**Run 1: pin placement**

Scale: 4 px per µm. Pins as bars across the die edge, other pins in gray.
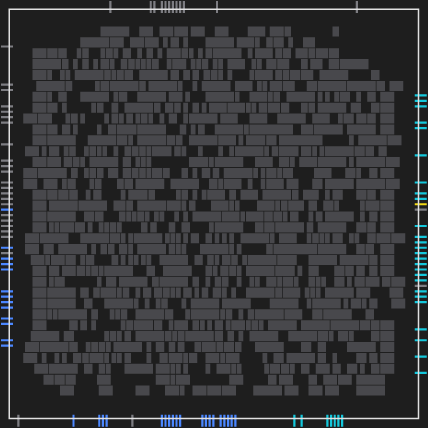
**Run 1: track usage over the die**

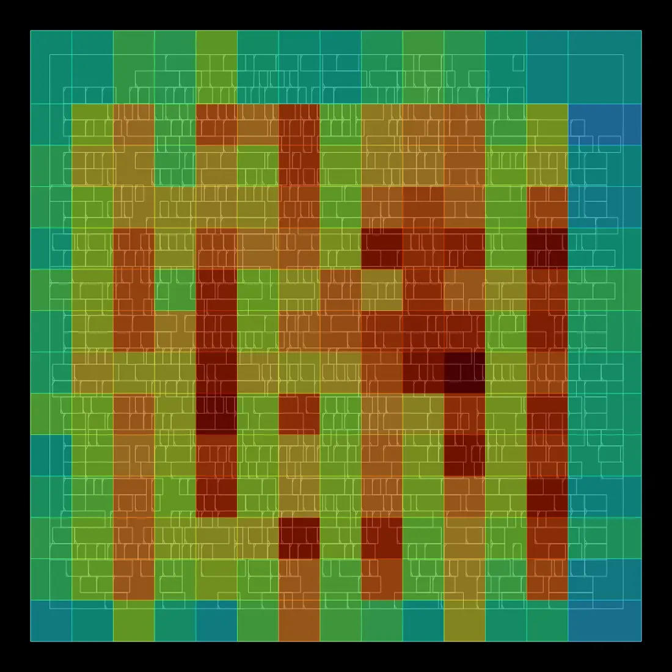
**Run 1: signal wires on met2**

Scale: 4 px per µm. Cells faint in the background.
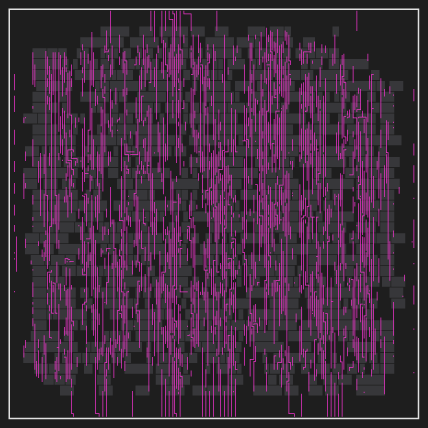
Design sub_seq, sky130hd; sources not shown.
==> README.md, run 1 <==
| Stage | Item | Reported |
|:---|:---|:---|
| floorplan | Floorplan die width | 101.9 µm |
| global route | Via count of the first global-routing pass | 4612 |
| setup path | Largest fanout on the critical path | 10 |
| clocking | Maximum root-to-sink buffer count | 2 |
| setup path | Worst reg-to-reg setup slack | 0.72 ns |
| synthesis | Average cell area after synthesis | 7.717 µm² |
| final timing | Maximum clock frequency | 0.3040 GHz |
| clocking | Total number of clock tree sinks | 101 |
| global route | Global route overflow | 0 |
| finish | Area growth from synthesis to layout | 27.36% |
| power and ir drop | Final Power | 2638 µW |
| routing | Via/cell ratio | 5.445 |
| synthesis | Number of warnings issued by yosys | 0 |
| outcome | Status | finished, final reports clean |
| floorplan | Cell Rows | 34 |
| final timing | Final critical-path required period | 3.290 ns |
| synthesis | Synthesized chip area reported by yosys | 0.005062 mm² |
| setup path | CP startpoint kind | register |
| clocking | Insertion delay at the late pin of the worst-skew pair | 0.36 ns |
| power and ir drop | Part of the total power dissipated in sequential elements | 0.460 |
| min path | Kind of path behind the tightest hold check | register to register |
| global route | Antenna violations before repair | 0 |
| power and ir drop | Sw Ratio | 0.2833 |
| power and ir drop | Internal portion of total power | 1891 µW |
| finish | Filler instances | 744 |
| global route | First-pass GRT wire length | 20980 µm |
| clocking | CTS Hold Buffers Added | 0 |
| setup path | Startpoint-to-endpoint class of the critical path | register to output port |
| min path | Cell count of the worst hold path | 2 |
| floorplan | I/O pin cnt | 104 |
| final timing | Setup tns final | 0 ns |
| synthesis | Register area share after synthesis | 0.3994 |
| final timing | Hold Fails Final Rpt | 0 |
| routing | DRC errors left | 0 |
| final timing | Worst Tran Pin Value | 0.6523 ns |
| clocking | Count of instances resized after the clock tree is built | 0 |
About 'pin placement':
cyan -> diff  # pins 33, direction output, edge 26 right, 7 bottom
yellow -> out_valid  # pins 1, direction output, edge right
blue -> a  # pins 32, direction input, edge 19 bottom, 13 left
all pins by edge = 35 left, 29 right, 28 bottom, 12 top
chip height: 101.9 µm
number of buffers inserted by port buffering: 101

About 'track usage over the die':
met1 usage in global routing: 0.2907
Most Used Layer, Global Route: met2
Layout Utilization: 0.7286
total track usage: 0.2516

About 'signal wires on met2':
wire length on this layer = 6520 µm
share of all routed wire = 50%
main direction = vertical
longest straight run = 43.5 µm
nets with wire on the layer = 702
met2 usage in global routing: 0.4663
Routed Wire Length: 13080 µm
DR vias: 4797

-- run 1: per-stage QoR --
stage                     cell area, µm²  std cells  worst slack (ns)    util  hold slack [ns]
after floorplan                     5062        656             1.172       -           0.3569
after global placement              6208        865            0.8275  0.7016           0.3719
after detailed placement            6208        865            0.7770  0.7016           0.3759
after CTS                           6447        881            0.3858  0.7286           0.3912
after global routing                6447        881            0.2535  0.7286           0.4161
final                               6447        881            0.4104  0.7286           0.3907
-- run 1: cells by family after synthesis --
kind of cell,count (synthesis),share of synthesized area
simple gates,336,0.3119
compound gates,121,0.1641
flops,101,0.3994
buf+inv,76,0.07019
fa+ha+maj,18,0.04745
xor+xnor,4,0.006922
-- run 1: layer usage --
layer	GRT usage	wire [µm]	vias up	part of all wire
met5	0	0	-	0
met4	0.1049	410	0	0.031
met3	0.03276	694	37	0.053
met2	0.4663	6516	150	0.50
met1	0.2907	5456	2222	0.42
li1	-	-	2388	-
-- run 1: cell type report --
class / instances / share of cell area
Timing Repair Buffer: 101 / 0.1568
Tap cell: 108 / 0.02096
Sequential cell: 101 / 0.3136
Inverter: 22 / 0.01281
Multi-Input combinational cell: 479 / 0.4165
Clock buffer: 10 / 0.01979
Buffer: 54 / 0.04231
Clock inverter: 6 / 0.01727
-- run 1: worst max-delay path, cell delays in order (launching register included) --
cell and delay [ns]:
sky130_fd_sc_hd__dfxtp_1 0.32, sky130_fd_sc_hd__buf_2 0.18, sky130_fd_sc_hd__nor2b_1 0.51, sky130_fd_sc_hd__clkbuf_1 0.31
sky130_fd_sc_hd__and2_1 0.18, sky130_fd_sc_hd__clkdlybuf4s50_1 0.60
-- run 1: power by group through the flow --
stage | clock network [µW] | registers (µW) | logic [µW]
after CTS | 827 | 1210 | 597
after detailed placement | 0 | 1240 | 588
after global placement | 0 | 1230 | 565
after floorplan | 0 | 1220 | 410
after global routing | 874 | 1220 | 669
final | 824 | 1210 | 600
-- run 1: cells in the mapped netlist (4+ instances only) --
library cell               count  area [µm²]
sky130_fd_sc_hd__nor2_1      191       716.9
sky130_fd_sc_hd__buf_4         6       45.04
sky130_fd_sc_hd__inv_1        22       82.58
sky130_fd_sc_hd__nand2b_1      4       25.02
sky130_fd_sc_hd__a21oi_1      52       260.3
sky130_fd_sc_hd__nor2b_1      50       312.8
sky130_fd_sc_hd__a22oi_1      44       330.3
sky130_fd_sc_hd__nor3_1       44       220.2
sky130_fd_sc_hd__and2_1       34       212.7
sky130_fd_sc_hd__dfxtp_1     101        2022
sky130_fd_sc_hd__ha_1         16       200.2
sky130_fd_sc_hd__o21ai_0       4       20.02
sky130_fd_sc_hd__a211oi_2      8       100.1
sky130_fd_sc_hd__clkbuf_1     24       90.09
sky130_fd_sc_hd__buf_2        20       100.1
**Run 1: the metal 3 layer**

Scale: 4 px per µm. Cells faint in the background.
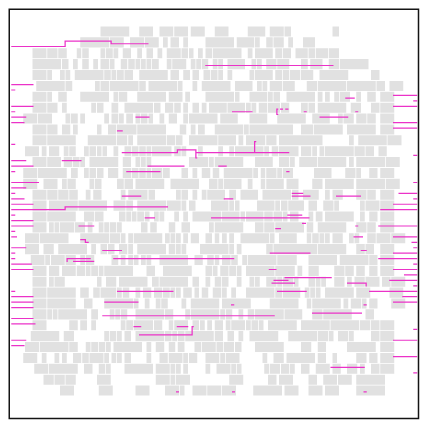

## Run 2: what changed since run 1
PLACE_DENSITY = 0.85   (was default)
PLACE_DENSITY_LB_ADDON = default   (was 0.08)
**Run 2: the metal 3 layer**

Scale: 4 px per µm. Cells faint in the background.
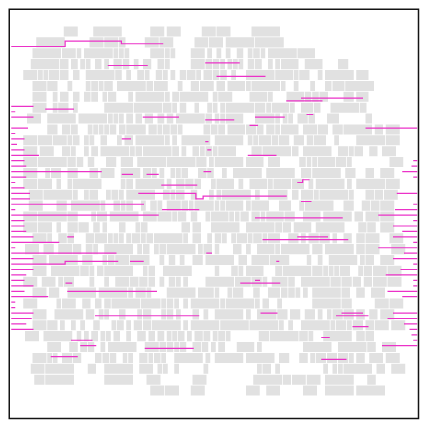
main direction = horizontal
longest straight run = 36.6 µm
wire length on this layer = 780 µm
nets with wire on the layer = 105
share of all routed wire = 6.0%
Routed Wire Length: 12940 µm
DR vias: 4854
met3 track demand over resource in global routing: 0.04096

==> run 2 against run 1 <==
  * Sequential share of layout area up 0.29 points
  * Clock power shrank about 20%
  * Largest power group unchanged
  * Synthesized area unchanged
  * Global-route usage is 0.20 points higher
  * Register-to-register slack gained 0.03 ns
==> README.md, run 2 <==
| Stage | Item | Reported |
|:---|:---|:---|
| setup path | CP startpoint kind | register |
| floorplan | Floorplan die width | 101.9 µm |
| synthesis | Dominant kind of combinational cell | simple AND/OR/NAND/NOR gates |
| global route | Met1 usage in global routing | 0.3082 |
| routing | DRC errors left | 0 |
| floorplan | Cell Rows | 34 |
| run | Max-capacitance violation count | 0 |
| synthesis | Number of synthesized flops with an enable pin | 0 |
| floorplan | I/O pin cnt | 104 |
| finish | Filler instances | 712 |
| power and ir drop | Final Power | 2466 µW |
| synthesis | Dominant cell by count in the synthesized netlist | sky130_fd_sc_hd__nor2_1 |
| final timing | Final critical-path required period | 3.326 ns |
| floorplan | Chip height | 101.9 µm |
| clocking | Maximum root-to-sink buffer count | 2 |
| setup path | Cell with the biggest individual delay on the critical path | sky130_fd_sc_hd__clkdlybuf4s50_1 |
| global route | Via count of the first global-routing pass | 4692 |
| clocking | Insertion delay at the late pin of the worst-skew pair | 0.37 ns |
| setup path | Startpoint-to-endpoint class of the critical path | register to output port |
| final timing | Worst Tran Pin Value | 0.6604 ns |
| synthesis | Synth Area in XOR/XNOR | 0.006920 |
| routing | Via/cell ratio | 5.510 |
| setup path | Ordered list of cells on the worst path | buf_2 > nor2b_1 > clkbuf_1 > and2_1 > clkdlybuf4s50_1 |
| synthesis | Synthesized chip area reported by yosys | 0.005062 mm² |
| setup path | Maximum cell stage delay along the critical path | 0.60 ns |
| synthesis | Number of warnings issued by yosys | 0 |
| synthesis | Share of the synthesized area in the top cell type | 0.3994 |
| global route | Most Used Layer, Global Route | met2 |
| setup path | Worst reg-to-reg setup slack | 0.75 ns |
| finish | Area growth from synthesis to layout | 26.17% |
| synthesis | Adder and majority gate portion of the synthesized area | 0.04745 |
| synthesis | Multiplexer fraction of the synthesized cell area | 0 |
| global route | Antenna violations before repair | 0 |
| clocking | Total number of clock tree sinks | 101 |
| outcome | Status | finished, final reports clean |
| global route | First-pass GRT wire length | 21250 µm |
| synthesis | Biggest area contributors in the synthesized netlist | sky130_fd_sc_hd__dfxtp_1 (40%), sky130_fd_sc_hd__nor2_1 (14%), sky130_fd_sc_hd__a22oi_1 (6.5%), sky130_fd_sc_hd__nor2b_1 (6.2%), sky130_fd_sc_hd__a21oi_1 (5.1%) |
| min path | Kind of path behind the tightest hold check | register to register |
| placed design | Post-place setup slack | 0.7382 ns |
| synthesis | Synth Area in Simple Gates | 0.3119 |
| global route | Total track usage | 0.2537 |
| synthesis | Cell taking the most area after synthesis | sky130_fd_sc_hd__dfxtp_1 |
| synthesis | Average cell area after synthesis | 7.717 µm² |
| clocking | Count of instances resized after the clock tree is built | 0 |
| final timing | Maximum clock frequency | 0.3007 GHz |
| min path | Cell count of the worst hold path | 2 |
| clocking | CTS Hold Buffers Added | 0 |
==> run 2: area by class of cell <==
class / instances / area (µm²) / area share
clock inverter: 7 / 55.05 / 0.008619
buffer: 54 / 272.8 / 0.04270
multi-input combinational: 479 / 2685 / 0.4204
sequential: 101 / 2022 / 0.3166
timing repair buffer: 101 / 1011 / 0.1583
clock buffer: 9 / 123.9 / 0.01939
inverter: 22 / 82.58 / 0.01293
tap: 108 / 135.1 / 0.02116
==> run 2: logic make-up after synthesis <==
group                      Yosys count
adders and majority gates           18
buffers and inverters               76
and+or+nand+nor                    336
xor gates and xnor gates             4
DFF                                101
AOI/OAI and AO/OA                  121
==> run 2: through the flow <==
stage / hold WS, ns / instance area (µm²) / instances / utilization
3_5_place_dp: 0.3790 / 6208 / 865 / 0.7016
3_3_place_gp: 0.3684 / 6208 / 865 / 0.7016
5_1_grt: 0.4286 / 6387 / 881 / 0.7219
6_report: 0.3930 / 6387 / 881 / 0.7219
2_1_floorplan: 0.3569 / 5062 / 656 / -
4_1_cts: 0.3931 / 6387 / 881 / 0.7219
==> run 2: critical path: cells and delay by family, from the launching register on <==
kind                   cells  cell delay, ns
buffers and inverters      3            1.10
AND/OR/NAND/NOR            2            0.71
flip-flops                 1            0.31
==> run 2: report_power, final <==
| part | switching [µW] | internal [µW] | leakage [µW] |
|---|---|---|---|
| registers | 50.0 | 1170 | 0.000830 |
| clock network | 403 | 253 | 0.0000870 |
| logic | 319 | 275 | 0.00171 |
==> run 2: routing by layer <==
layer / vias to the layer above / part of all wire
li1: 2397 / -
met1: 2286 / 0.42
met2: 155 / 0.50
met3: 16 / 0.060
met4: 0 / 0.013
met5: - / 0
Power and IR drop assume default switching activity.
